Figure 1. Signal wires on met3 (run 1).
Drawn at 2 px/micron. Cells faint in the background.
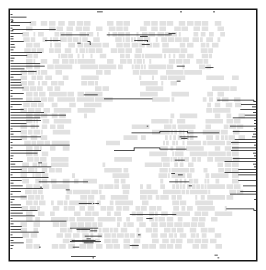
Figure 2. Signal wires by layer (run 1).
Drawn at 2 px/micron.
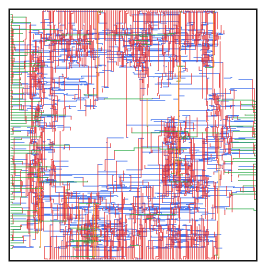
Figure 3. Register map, names as in the netlist (run 1).
Drawn at 2 px/micron. Other sequential cells in the stronger grey, the rest of the logic in the fainter grey.
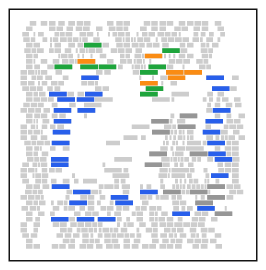
Figure 4. Routing congestion (run 1).
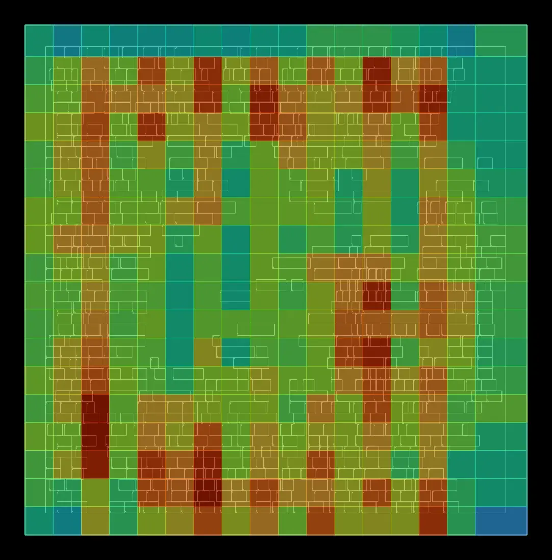
[config.mk]
export PLATFORM = sky130hd
export DESIGN_NAME = excp_ctrl
export DESIGN_NICKNAME = d
export VERILOG_FILES = /design/src/rtl/excp_pkg.sv /design/src/rtl/excp_prio_enc.sv /design/src/rtl/excp_ctrl.sv
export SDC_FILE = /design/constraint.sdc
export NUM_CORES = 1
export LEC_CHECK = 0
export CAP_MARGIN = 15
export CORE_AREA = 5 5 118 120
export CTS_CLUSTER_DIAMETER = 100
export DETAILED_ROUTE_END_ITERATION = 8
export DIE_AREA = 0 0 123 125
export PLACE_DENSITY = 0.75
export RECOVER_POWER = 25
export SLEW_MARGIN = 0
export SYNTH_ARGS = -nofsm -noshare
export SYNTH_HDL_FRONTEND = slang
export SYNTH_SLANG_ARGS = --single-unit
[constraint.sdc]
create_clock -name clk -period 2.48 [get_ports clk]
set_input_delay 0.62 -clock clk [delete_from_list [all_inputs] [get_ports clk]]
set_output_delay 0.62 -clock clk [all_outputs]
set_load 0.02 [all_outputs]
[src/rtl/excp_pkg.sv]
// excp_ctrl shared types and constants.
// Ecode values, payload widths, FSM states, event kinds.
package excp_pkg;

  localparam int ECODE_W = 6;
  localparam int ESUB_W  = 9;
  localparam int INT_W   = 13;

  localparam logic [ECODE_W-1:0] ECODE_INT  = 6'h0;
  localparam logic [ECODE_W-1:0] ECODE_ADEF = 6'h8;
  localparam logic [ECODE_W-1:0] ECODE_ALE  = 6'h9;
  localparam logic [ECODE_W-1:0] ECODE_SYS  = 6'hB;
  localparam logic [ECODE_W-1:0] ECODE_BRK  = 6'hC;
  localparam logic [ECODE_W-1:0] ECODE_INE  = 6'hD;

  typedef enum logic [1:0] {
    IDLE,
    FLUSH,
    REDIRECT,
    DRAIN
  } state_e;

  typedef enum logic [1:0] {
    KIND_EXC,
    KIND_INT,
    KIND_ERTN
  } kind_e;

endpackage

[src/rtl/excp_prio_enc.sv]
// Fixed-priority encoder: lowest index wins.
// Ports: req in, gnt one-hot, idx of winner, any request.
module excp_prio_enc #(
  parameter int N  = 4,
  parameter int IW = (N > 1) ? $clog2(N) : 1
) (
  input  logic [N-1:0]  req,
  output logic [N-1:0]  gnt,
  output logic [IW-1:0] idx,
  output logic          any
);

  always_comb begin
    gnt = '0;
    idx = '0;
    any = |req;
    for (int i = N - 1; i >= 0; i--) begin
      if (req[i]) begin
        gnt    = '0;
        gnt[i] = 1'b1;
        idx    = IW'(i);
      end
    end
  end

endmodule

[src/rtl/excp_ctrl.sv]
// Exception/interrupt/ERTN sequencer: flush pulse, redirect, drain.
// Ports: clk, reset (async low), per-source requests, commit info,
// CSR interrupt state; flush pulses + payload, redirect handshake,
// pipe_stall, busy. EXCP_CTRL_PERF_CNT_EN adds perf_excp_cnt and
// perf_int_cnt.
module excp_ctrl
  import excp_pkg::*;
#(
  parameter int NUM_SRC      = 4,
  parameter int DRAIN_CYCLES = 2
) (
  input  logic                      clk,
  input  logic                      reset,
  input  logic [NUM_SRC-1:0]        src_valid,
  input  logic [NUM_SRC*ECODE_W-1:0] src_ecode,
  input  logic [NUM_SRC*ESUB_W-1:0] src_esubcode,
  input  logic [NUM_SRC*32-1:0]     src_pc,
  input  logic                      ertn_req,
  input  logic                      commit_valid,
  input  logic [31:0]               commit_pc,
  input  logic                      crmd_ie,
  input  logic [INT_W-1:0]          ecfg_lie,
  input  logic [INT_W-1:0]          estat_is,
  output logic                      excp_flush,
  output logic                      ertn_flush,
  output logic [ECODE_W-1:0]        ecode_out,
  output logic [ESUB_W-1:0]         esubcode_out,
  output logic [31:0]               era_out,
  output logic                      redirect_valid,
  output logic                      redirect_sel,
  input  logic                      redirect_ready,
  output logic                      pipe_stall,
  output logic                      busy
`ifdef EXCP_CTRL_PERF_CNT_EN
  ,
  output logic [31:0]               perf_excp_cnt,
  output logic [31:0]               perf_int_cnt
`endif
);

  localparam int IW = (NUM_SRC > 1) ? $clog2(NUM_SRC) : 1;

  state_e state;
  kind_e  kind_q;
  logic [3:0] cnt;

  logic [NUM_SRC-1:0] src_gnt;
  logic [IW-1:0]      unused_idx;
  logic               exc_any;
  logic               int_pend;
  logic               take_int;

  logic [ECODE_W-1:0] sel_ecode;
  logic [ESUB_W-1:0]  sel_esub;
  logic [31:0]        sel_pc;

  excp_prio_enc #(.N(NUM_SRC), .IW(IW)) u_prio (
    .req (src_valid),
    .gnt (src_gnt),
    .idx (unused_idx),
    .any (exc_any)
  );

  assign int_pend = crmd_ie & |(ecfg_lie & estat_is);
  // Interrupts only attach to a committing instruction's PC.
  assign take_int = int_pend & commit_valid;

  always_comb begin
    sel_ecode = '0;
    sel_esub  = '0;
    sel_pc    = '0;
    for (int i = 0; i < NUM_SRC; i++) begin
      if (src_gnt[i]) begin
        sel_ecode = src_ecode[i*ECODE_W +: ECODE_W];
        sel_esub  = src_esubcode[i*ESUB_W +: ESUB_W];
        sel_pc    = src_pc[i*32 +: 32];
      end
    end
  end

  always_ff @(posedge clk or negedge reset) begin
    if (!reset) begin
      state          <= IDLE;
      kind_q         <= KIND_EXC;
      cnt            <= '0;
      excp_flush     <= 1'b0;
      ertn_flush     <= 1'b0;
      ecode_out      <= '0;
      esubcode_out   <= '0;
      era_out        <= '0;
      redirect_valid <= 1'b0;
      redirect_sel   <= 1'b0;
      pipe_stall     <= 1'b0;
      busy           <= 1'b0;
`ifdef EXCP_CTRL_PERF_CNT_EN
      perf_excp_cnt  <= '0;
      perf_int_cnt   <= '0;
`endif
    end else begin
      // Payload outputs are only meaningful for the flush cycle.
      excp_flush   <= 1'b0;
      ertn_flush   <= 1'b0;
      ecode_out    <= '0;
      esubcode_out <= '0;
      era_out      <= '0;
      unique case (state)
        IDLE: begin
          if (take_int || exc_any || ertn_req) begin
            state      <= FLUSH;
            pipe_stall <= 1'b1;
            busy       <= 1'b1;
          end
          if (take_int) begin
            kind_q     <= KIND_INT;
            excp_flush <= 1'b1;
            ecode_out  <= ECODE_INT;
            era_out    <= commit_pc;
          end else if (exc_any) begin
            kind_q       <= KIND_EXC;
            excp_flush   <= 1'b1;
            ecode_out    <= sel_ecode;
            esubcode_out <= sel_esub;
            era_out      <= sel_pc;
          end else if (ertn_req) begin
            kind_q     <= KIND_ERTN;
            ertn_flush <= 1'b1;
          end
        end
        FLUSH: begin
          state          <= REDIRECT;
          redirect_valid <= 1'b1;
          redirect_sel   <= (kind_q == KIND_ERTN);
`ifdef EXCP_CTRL_PERF_CNT_EN
          if (kind_q == KIND_EXC && perf_excp_cnt != '1)
            perf_excp_cnt <= perf_excp_cnt + 32'd1;
          if (kind_q == KIND_INT && perf_int_cnt != '1)
            perf_int_cnt <= perf_int_cnt + 32'd1;
`endif
        end
        REDIRECT: begin
          if (redirect_ready) begin
            state          <= DRAIN;
            redirect_valid <= 1'b0;
            redirect_sel   <= 1'b0;
            cnt            <= 4'(DRAIN_CYCLES);
          end
        end
        DRAIN: begin
          cnt <= cnt - 4'd1;
          if (cnt == 4'd1) begin
            state      <= IDLE;
            pipe_stall <= 1'b0;
            busy       <= 1'b0;
          end
        end
        default: state <= IDLE;
      endcase
    end
  end

endmodule
==> impl_metrics.toml, run 1 <==
# synthesis and place-and-route metrics
[finish]
final_net_count = 945
area_growth_pct = 102
fillers = 1140
logic_area_sq_um = 1870
seqCellArea_sq_um = 1500
layoutNonFillerInstCount = 864
drive_gt1_share_pct = 6.69
diodes = 0
fin_area_sq_um = 7180

[synth]
netlist_instances = 380
flop_cell = "dfrtp_1"
simple_gate_area_share_pct = 12.9
yosysWarnings = 0
ys_types = 35
ys_sh_mux_pct = 0.597
synth_area_sq_um = 3560
ys_sh_adder_pct = 2.11
area_leaders = "dfrtp_1 42%, a22oi_1 15%, a221oi_1 6.9%, nor2_1 5.3%, o22a_1 4.7%"
synth-edff-count = 0
largest_area_cell = "dfrtp_1"
synthArstFlopShare_pct = 100
floorplan.nets = 642
netlist_logic_family_top = "AND-OR/OR-AND gates"
yosysCellCount = 380
yosys.area.top_type_share_pct = 42.2
yosysMostFrequentCell = "a22oi_1"
synth-compound-area-share_pct = 36.3
avgSynthCellArea_sq_um = 9.37
ys_area_sq_um = 3560
xor_share_pct = 0
netlist_top_cells_count = "71 x a22oi_1, 60 x dfrtp_1, 50 x nor2_1"
synth_flops = 60
synth_seq_share_pct = 42.2

[job]
warnings = 30
drv_cap = 0

[critical_path]
cp_data_arrival_time_ns = 2.32
cp-start-kind = "input port"
cp_max_fo = 10
endpoint_kind = "flip-flop"
r2r_cells = 6
reg2reg_to = "state[1]$_DFFE_PN0P_"
rrSetupSlack_ns = 0.53
worstSetupPathType = "in2reg"
r2r-start = "state[0]$_DFFE_PN0P_"
crit_start = "ecfg_lie[0]"
required_ns = 2.67
crit_path_end = "busy$_DFFE_PN0P_"

[power]
power_density_nw_per_um2 = 662
p_int_mw = 3.11
seqPwrFrac_pct = 29.0
peakVddDrop_mv = 0.370
p_leak_nw = 2.85
p_switching_mw = 1.64
pwr-share-clk_pct = 23.7
p_comb_share_pct = 47.3
p_sw_share_pct = 34.5
p_total_mw = 4.75

[die]
io_pins = 309
rows = 42
core_sq_um = 12900
die_h_microns = 125
die_area_sq_um = 15400
die_w_microns = 123
fp_util_pct = 27.7

[clock_network]
htreeDepth = 3
cts_tree = "done"
cts-root-buf = "clkbuf_16"
max-clock-path-buffers = 2
clkLatencyLatePin_ns = 0.32
clk_pin_slew_ns = 0.06
clock_sinks = 60
ctsResizeCount = 0
numCtsBuffers = 9
cts.hold.buffers_added = 0
postCtsSetupRepairBufs = 0

[global_routing]
antenna_found_initial = 0
grt_pass1_wl_mm = 25.6
grt_usage_pct = 21.2
gr-total-overflow = 0
grt_pass1_vias = 4865
grt_start_max_net_pins = 75

[placed_design]
gp_congestion = 0.898
dpl.hpwl_mm = 13.5
place_inst = 848
placed_cell_area_sq_um = 6930
portBuffers = 308

[routing]
vias = 4435
ant_nets = 0
wirelength_mm = 16.6
drcViolationCount = 0
viasPerCell = 5.13
wl_per_cell_microns = 19.2
drt_iter0_drc = 207
dr.pass1.iters = 4

[final_timing]
setup_viol = 0
slew_violations = 0
min_period_ns = 2.13
worst_slew_pin_slew_ns = 1.04
fin_crit_sh_pct = 85.8
grt_setup_unrepaired = "no"
clock.fmax_mhz = 470
tns_ns = 0
hold_viol = 0
clock_skew_ns = 0.00727
maxSlewHeadroom_pct = 30.5

[outcome]
status = "finished clean"

[hold_path]
hp-class = "in2async"
Notes on Figure 1 above:
The wires run mostly horizontal. The layer holds 7.5% of the routed length. The layer carries 1,240 microns of wire. 154 nets have wire on it.

Notes on Figure 2 above:
Key: blue = met1 [wire length 6,260 microns]; red = met2 [wire length 8,670 microns]; green = met3 [wire length 1,240 microns]; orange = met4 [wire length 403 microns]

Notes on Figure 3 above:
Key: green = esubcode_out [placed flops 9, where top centre]; blue = era_out [placed flops 32]; orange = ecode_out [placed flops 6]

Notes on Figure 4 above:
busiest layer in global routing: met2
met1 GRT Util: 24.8%
GRT met2 Usage: 37.7%
utilization after layout: 55.8%

run 1: per-stage QoR:
step           setup WS [ns]  hold WS, ns
2_1_floorplan          0.498        0.324
3_3_place_gp          0.0631        0.501
3_5_place_dp          0.0330        0.513
4_1_cts                0.366        0.256
5_1_grt                0.220        0.559
6_report               0.353        0.461
run 1: flip-flops by register name, summed over array words and instances (netlist names):
signal and flops:
redirect_valid 1, excp_flush 1, esubcode_out 9, state 2, ertn_flush 1, cnt 4, era_out 32, ecode_out 6
kind_q 2, busy 1, redirect_sel 1
run 1: power by group through the flow:
stage | clock [mW] | sequential (mW) | combinational (mW)
final | 1.13 | 1.38 | 2.25
after global routing | 1.21 | 1.41 | 2.42
after CTS | 1.16 | 1.38 | 2.27
after detailed placement | 0 | 1.39 | 2.25
after global placement | 0 | 1.38 | 2.19
after floorplan | 0 | 1.65 | 0.803
run 1: final cells by class:
cell class,instances,share of cell area (%)
timing repair buffer,330,45.8
multi-input combinational,273,26.0
sequential,60,20.9
clock buffer,11,3.38
tap,176,3.07
inverter,9,0.470
clock inverter,5,0.383
run 1: per-layer routing:
layer	part of all wire (%)	vias up	wire length, microns	track usage [%]
met1	38	2129	6260	24.8
met4	2.4	0	402	6.38
met5	0	-	0	0
met3	7.5	26	1240	5.65
li1	-	2075	-	-
met2	52	205	8670	37.7
run 1: worst min-delay path by stage:
stage | startpoint | endpoint | slack [ns] | depth (start not counted)
after floorplan | reset | busy$_DFFE_PN0P_ | 0.32 | 0
after global placement | redirect_sel$_DFFE_PN0P_ | redirect_sel$_DFFE_PN0P_ | 0.50 | 2
after detailed placement | redirect_sel$_DFFE_PN0P_ | redirect_sel$_DFFE_PN0P_ | 0.51 | 2
after CTS | reset | ertn_flush$_DFF_PN0_ | 0.26 | 1
after global routing | reset | ertn_flush$_DFF_PN0_ | 0.56 | 1
final | reset | ertn_flush$_DFF_PN0_ | 0.46 | 1
run 1: critical path, stage by stage:
cell	delay (ns)
clkdlybuf4s50_1	0.40
a222oi_1	0.33
nand3_1	0.14
o211ai_2	0.17
buf_4	0.19
buf_4	0.19
a311oi_1	0.10
nand3b_1	0.17
run 1: cells by family after synthesis:
family                   count (synthesis)
AND-OR/OR-AND                          171
multiplexers                             2
AND/OR/NAND/NOR                         94
flip-flops                              60
adder cells (fa/ha/maj)                  6
buffers and inverters                   47
run 1: cell usage in the layout, fill, tap and decap left out, types with 4 or more instances in the layout:
cell type          n
nand3_1            4
ha_1               6
a221oi_1          28
clkbuf_16          9
nor2b_1           21
nor2_1            49
buf_4             15
o2bb2ai_1         13
o22a_1            19
clkinv_2           4
inv_1              9
nand2_1            5
dfrtp_1           60
a22oi_1           71
buf_12             5
o21ai_0           26
a21oi_1            4
clkdlybuf4s50_1  305
==> run 2: changes to the inputs <==
Settings changed: SETUP_SLACK_MARGIN set to 0.05.
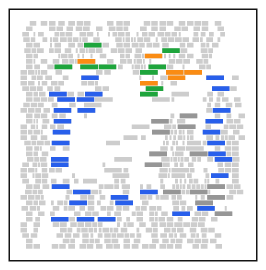
Figure 5: run 2, register map, names as in the netlist.
Drawn at 2 px/micron. Other sequential cells in the stronger grey, the rest of the logic in the fainter grey.
Key: orange = ecode_out [placed flops 6]; blue = era_out [placed flops 32]; green = esubcode_out [placed flops 9, where top centre]
Another 13 sequential cells are not coloured.

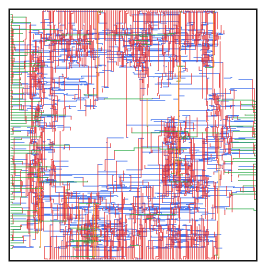
Figure 6: run 2, signal wires by layer.
Drawn at 2 px/micron.
Key: red = met2 [wire length 8,670 microns]; blue = met1 [wire length 6,260 microns]; green = met3 [wire length 1,240 microns]; orange = met4 [wire length 403 microns]

==> run 2 against run 1 <==
  * Flip-flop count stayed put
  * Clock power barely moved
  * First-iteration DRC count is the same
  * Non-clock buffer count stayed put
  * Combinational power about the same
  * Sequential share of layout area did not move
  * Synthesized cell count unchanged
  * Largest cell class unchanged
  * Largest power group unchanged
  * Highest routed layer unchanged
==> impl_metrics.toml, run 2 <==
# synthesis and place-and-route metrics
[clock_network]
postCtsSetupRepairBufs = 0
cts_tree = "done"
clkLatencyLatePin_ns = 0.32
numCtsBuffers = 9
max-clock-path-buffers = 2

[job]
drv_cap = 0

[placed_design]
placed_cell_area_sq_um = 6930
gp_congestion = 0.898

[global_routing]
antenna_found_initial = 0
gr-total-overflow = 0

[routing]
viasPerCell = 5.13
drcViolationCount = 0
top_layer = "met4"
drt_iter0_drc = 207
vias = 4435
wl_per_cell_microns = 19.2
wirelength_mm = 16.6
ant_nets = 0
dr.pass1.iters = 4

[critical_path]
cp-start-kind = "input port"
required_ns = 2.67
r2r-start = "state[0]$_DFFE_PN0P_"
worstSetupPathType = "in2reg"
cp_data_arrival_time_ns = 2.32

[finish]
fin_util_pct = 55.8
fillers = 1140
diodes = 0
drive_gt1_share_pct = 6.69
largest_reg_flops = 32
lay_top_cells = "305 x clkdlybuf4s50_1, 71 x a22oi_1, 60 x dfrtp_1"
top_register = "era_out"
final_net_count = 945

[power]
peakVddDrop_mv = 0.370
p_total_mw = 4.75
p_switching_mw = 1.64

[synth]
ys_sh_mux_pct = 0.597
netlist_logic_family_top = "AND-OR/OR-AND gates"
flop_cell = "dfrtp_1"
largest_area_cell = "dfrtp_1"
yosysCellCount = 380
synthArstFlopShare_pct = 100
yosys.area.top_type_share_pct = 42.2
netlist_instances = 380
synth_area_sq_um = 3560
ys_sh_adder_pct = 2.11
synth_seq_share_pct = 42.2
area_leaders = "dfrtp_1 42%, a22oi_1 15%, a221oi_1 6.9%, nor2_1 5.3%, o22a_1 4.7%"
avgSynthCellArea_sq_um = 9.37
ys_types = 35

[hold_path]
hp-class = "in2async"

[final_timing]
min_period_ns = 2.13
setup_slack_ns = 0.353
fin_crit_sh_pct = 85.8
grt_setup_unrepaired = "no"
clock_skew_ns = 0.00727
setup_viol = 0
maxSlewHeadroom_pct = 30.5

[outcome]
status = "finished clean"

[die]
fp_util_pct = 27.7
die_h_microns = 125
rows = 42
io_pins = 309
run 2: cell counts in the layout (fill, tap and decap cells not counted):
Identical to the previous run, type by type.
run 2: metal layers:
layer  track usage [%]  vias to the layer above
met5                 0                        -
met4              6.38                        0
met3              5.65                       26
met2              37.7                      205
met1              24.8                     2129
li1                  -                     2075
run 2: power by group through the flow:
stage          registers [mW]  logic (mW)  clock network [mW]
2_1_floorplan            1.65       0.803                   0
4_1_cts                  1.38        2.27                1.16
6_report                 1.38        2.25                1.13
3_5_place_dp             1.39        2.25                   0
3_3_place_gp             1.38        2.19                   0
5_1_grt                  1.41        2.42                1.21
run 2: path summary, 6_finish.rpt:
path,to,slack (ns)
min reg2reg,redirect_sel$_DFFE_PN0P_,0.53
max reg2reg,state[1]$_DFFE_PN0P_,0.53
max,busy$_DFFE_PN0P_,0.35
min in group clk,redirect_sel$_DFFE_PN0P_,0.53
max in group asynchronous,era_out[20]$_DFF_PN0_,0.62
min,ertn_flush$_DFF_PN0_,0.46
run 2: cells by family after synthesis:
group	after synthesis
adder cells (fa/ha/maj)	6
AND/OR/NAND/NOR	94
buffers and inverters	47
flip-flops	60
AND-OR/OR-AND	171
multiplexers	2
run 2: cell type report:
cell class	instances	area (sq um)	share of cell area, %
Clock buffer	11	243	3.38
Inverter	9	33.8	0.470
Timing Repair Buffer	330	3290	45.8
Sequential cell	60	1500	20.9
Clock inverter	5	27.5	0.383
Tap cell	176	220	3.07
Multi-Input combinational cell	273	1870	26.0
run 2: per-stage QoR:
step,hold WS (ns),std cells
after floorplan,0.324,380
after global placement,0.501,848
after detailed placement,0.513,848
after CTS,0.256,864
after global routing,0.559,864
final,0.461,864
run 2: worst max-delay path: stages:
cell and delay [ns]:
clkdlybuf4s50_1 0.40, a222oi_1 0.33, nand3_1 0.14, o211ai_2 0.17, buf_4 0.19, buf_4 0.19, a311oi_1 0.10, nand3b_1 0.17
Power figures rest on the tool's default switching activity, not on a simulated workload.
